`src/rtl/mem_arbiter.sv`:
```
// Shared memory-port arbiter for the debug writer, cpu16 fetch port and cpu16 data port.
// Decodes SRAM / VRAM / control regions and owns the cpu_reset control bit.
module mem_arbiter #(
  parameter int          SRAM_AW = 8,
  parameter logic [15:0] FILL    = 16'hEEEE
) (
  input  logic        clk,
  input  logic        reset,
  input  logic        dbg_we,
  input  logic [15:0] dbg_waddr,
  input  logic [15:0] dbg_wdata,
  input  logic [15:0] ins_rd_addr,
  input  logic        ins_rd_req,
  output logic        ins_rd_rdy,
  output logic [15:0] ins_rd_data,
  input  logic [15:0] dat_rw_addr,
  input  logic [15:0] dat_wr_data,
  input  logic        dat_rd_req,
  input  logic        dat_wr_req,
  output logic        dat_rd_rdy,
  output logic        dat_wr_rdy,
  output logic [15:0] dat_rd_data,
  output logic [15:0] mem_addr,
  output logic [15:0] mem_wdata,
  output logic        sram_re,
  output logic        sram_we,
  output logic        vram_we,
  input  logic [15:0] sram_rdata,
  output logic        cpu_reset
);

  typedef enum logic [1:0] {SRC_NONE, SRC_D, SRC_I, SRC_C} src_t;
  typedef enum logic {LAST_C, LAST_I} last_t;

  src_t        src;
  last_t       last;
  logic        el_i, el_c;
  logic        sel_we;
  logic        sram_hit, vram_hit, ctrl_hit;
  logic        ins_out, dat_out, dat_wr_q;
  logic        rd_sram_q;
  logic [15:0] rd_alt_q;
  logic [15:0] rd_value;
  logic [15:0] ins_hold, dat_hold;

  // NOTE: every signal gets a default at the top of always_comb so no path can infer a latch.
  always_comb begin
    el_i      = ins_rd_req & ~ins_out & ~cpu_reset & ~reset;
    el_c      = (dat_rd_req | dat_wr_req) & ~dat_out & ~cpu_reset & ~reset;
    src       = SRC_NONE;
    mem_addr  = 16'h0000;
    mem_wdata = 16'h0000;
    sel_we    = 1'b0;

    if (reset)             src = SRC_NONE;
    else if (dbg_we)       src = SRC_D;
    else if (el_i && el_c) src = (last == LAST_I) ? SRC_C : SRC_I;
    else if (el_i)         src = SRC_I;
    else if (el_c)         src = SRC_C;

    unique case (src)
      SRC_D: begin
        mem_addr  = dbg_waddr;
        mem_wdata = dbg_wdata;
        sel_we    = 1'b1;
      end
      SRC_I: mem_addr = ins_rd_addr;
      SRC_C: begin
        mem_addr  = dat_rw_addr;
        mem_wdata = dat_wr_data;
        // A simultaneous read+write request is served as a write.
        sel_we    = dat_wr_req;
      end
      default: ;
    endcase

    // Region-0 addresses beyond the SRAM depth fall through to unmapped.
    sram_hit = (mem_addr >> SRAM_AW) == 16'h0000;
    vram_hit = mem_addr[15:12] == 4'h8;
    ctrl_hit = mem_addr[15:12] == 4'hF;

    sram_re = (src != SRC_NONE) & ~sel_we & sram_hit;
    sram_we = sel_we & sram_hit;
    vram_we = sel_we & vram_hit;
  end

  assign rd_value    = rd_sram_q ? sram_rdata : rd_alt_q;
  assign ins_rd_rdy  = ins_out & ~reset;
  assign dat_rd_rdy  = dat_out & ~dat_wr_q & ~reset;
  assign dat_wr_rdy  = dat_out & dat_wr_q & ~reset;
  assign ins_rd_data = ins_rd_rdy ? rd_value : ins_hold;
  assign dat_rd_data = dat_rd_rdy ? rd_value : dat_hold;

  // NOTE: sequential state uses non-blocking assignments so every flop samples pre-edge values.
  always_ff @(posedge clk) begin
    if (reset) begin
      last      <= LAST_C;
      ins_out   <= 1'b0;
      dat_out   <= 1'b0;
      dat_wr_q  <= 1'b0;
      rd_sram_q <= 1'b0;
      rd_alt_q  <= 16'h0000;
      cpu_reset <= 1'b0;
      ins_hold  <= 16'h0000;
      dat_hold  <= 16'h0000;
    end else begin
      // Outstanding flags live exactly one cycle: the rdy cycle.
      ins_out   <= (src == SRC_I);
      dat_out   <= (src == SRC_C);
      dat_wr_q  <= (src == SRC_C) && dat_wr_req;
      rd_sram_q <= sram_hit;
      rd_alt_q  <= ctrl_hit ? {15'b0, cpu_reset} : FILL;
      if (src == SRC_I)                    last      <= LAST_I;
      else if (src == SRC_C)               last      <= LAST_C;
      if (sel_we && ctrl_hit)              cpu_reset <= mem_wdata[0];
      if (ins_rd_rdy)                      ins_hold  <= rd_value;
      if (dat_rd_rdy)                      dat_hold  <= rd_value;
    end
  end

endmodule
```
`config.mk`:
```
export PLATFORM = sky130hd
export DESIGN_NAME = mem_arbiter
export DESIGN_NICKNAME = d
export VERILOG_FILES = /design/src/rtl/mem_arbiter.sv
export SDC_FILE = /design/constraint.sdc
export NUM_CORES = 1
export LEC_CHECK = 0
export CAP_MARGIN = 30
export CORE_MARGIN = 3
export CORE_UTILIZATION = 37
export DETAILED_ROUTE_END_ITERATION = 10
export PLACE_DENSITY = 0.86
export SETUP_SLACK_MARGIN = 0.1
export SYNTH_ARGS = -nofsm -noshare
export SYNTH_HDL_FRONTEND = slang
export SYNTH_SLANG_ARGS = --single-unit
```
`constraint.sdc`:
```
create_clock -name clk -period 3.71 [get_ports clk]
set_clock_uncertainty 0.15 [all_clocks]
set_input_delay 0.5565 -clock clk [delete_from_list [all_inputs] [get_ports clk]]
set_output_delay 0.5565 -clock clk [all_outputs]
set_load 0.05 [all_outputs]
```
==> out/metrics.cfg <==
[final_layout]
final_cell_mix=102 x sky130_fd_sc_hd__clkdlybuf4s50_1, 69 x sky130_fd_sc_hd__buf_12, 40 x sky130_fd_sc_hd__dfxtp_1
area.combinational_sq_um=1390
finalNonFillerCells=546
area_delta_synth_final_pct=110
layout.comb_gates.multi_input=224
design.seq.count=40
layout.filler_cells=356
layout.buffer.nonclock.area_share_pct=50.5
non_clock_buffer_count=184

[pwr]
power.switching_fraction_pct=33.8
clockNetworkPower_uw=362
peakVddDrop_mv=0.238
reported_net_switching_power_uw=487
cell_internal_pwr_uw=954
power-per-cell-area_nw_per_um2=291
power.share.sequential_pct=31.3

[logic_synthesis]
post_synth_main_logic_family=AND-OR/OR-AND gates
synth-compound-area-share_pct=31.1
post-synth-top-area-fraction_pct=33.9
numSynthFlops=40
synth-warning-count=0
top_post_synthesis_cells_by_area=sky130_fd_sc_hd__dfxtp_1 34%, sky130_fd_sc_hd__and2_1 8.7%, sky130_fd_sc_hd__a22o_1 6.3%
post_synth_xor_area_fraction_pct=0
ys_cells=303
synth_sequential_area_ratio_pct=33.9
async_flop_share_pct=0

[sta]
worst_slack_ns=0.236
worst_slew_pin_slew_ns=0.637
final.setup.tns_ns=0

[critical_path]
r2r-end=cpu_reset
worst_path_largest_cell_delay_ns=0.51
worst-path-max-fanout=8
cells_traversed_along_the_worst_timing_path=clkdlybuf4s50_1 -> nor3b_4 -> o41ai_1 -> o21ai_0 -> o2111ai_1 -> nor3_1 -> buf_12
worst-setup-path-type=in -> out
crit_required_ns=3.00

[global_routing]
globalRouteOverflowTotal=0
antenna_found_initial=0
number_of_global_route_vias_before_repair=3147
pin_count_of_the_biggest_net_entering_global_routing=34
grt_util_met2_pct=51.2

[clock_network]
clock-sinks=40
cts_hold_buffers=0
numCtsBuffers=5
clkTransAtPathRegs_ns=0.08
htreeDepth=2

[floorplanning]
core_area_sq_um=6060
effective_utilization_at_floorplan_pct=38.9
fp.dieH_um=85.9

[drt]
wl_met1_um=3300
met3_wirelength_um=875

[placed_design]
placed_area_sq_um=4840
place.gp.congestion=0.919
placement.io_buffers=172

[worst_hold_path]
min-delay-path-class=reg -> reg
hold_path_end=last

[status]
result_of_the_run=completed

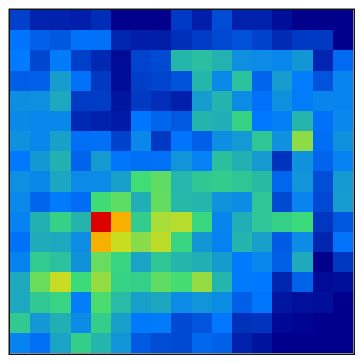
Fig. 1. Wiring heat map.
Scale: 4 px per um. 17 x 17 tiles, from dark blue (low) to red (high), scaled to the fullest tile. Values are wire area over tile area, all layers added.
fullest tile: 0.85
densest ninth of the die: south-west
nearly empty tiles: 5.9%

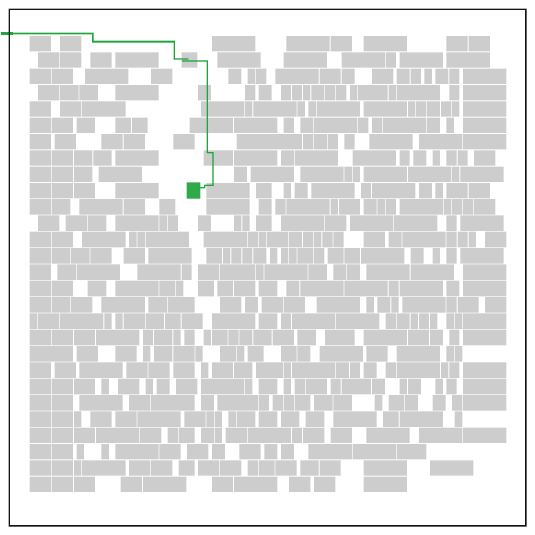
Fig. 2. I/O nets highlighted.
Scale: 6 px per um.
[dat_wr_rdy] green | bits: 1 | direction: output | edge: west | end cells: 1 | buffers: 1 | wire: 61.9 um

No activity file was given, so power comes from the tool's default toggle rates.
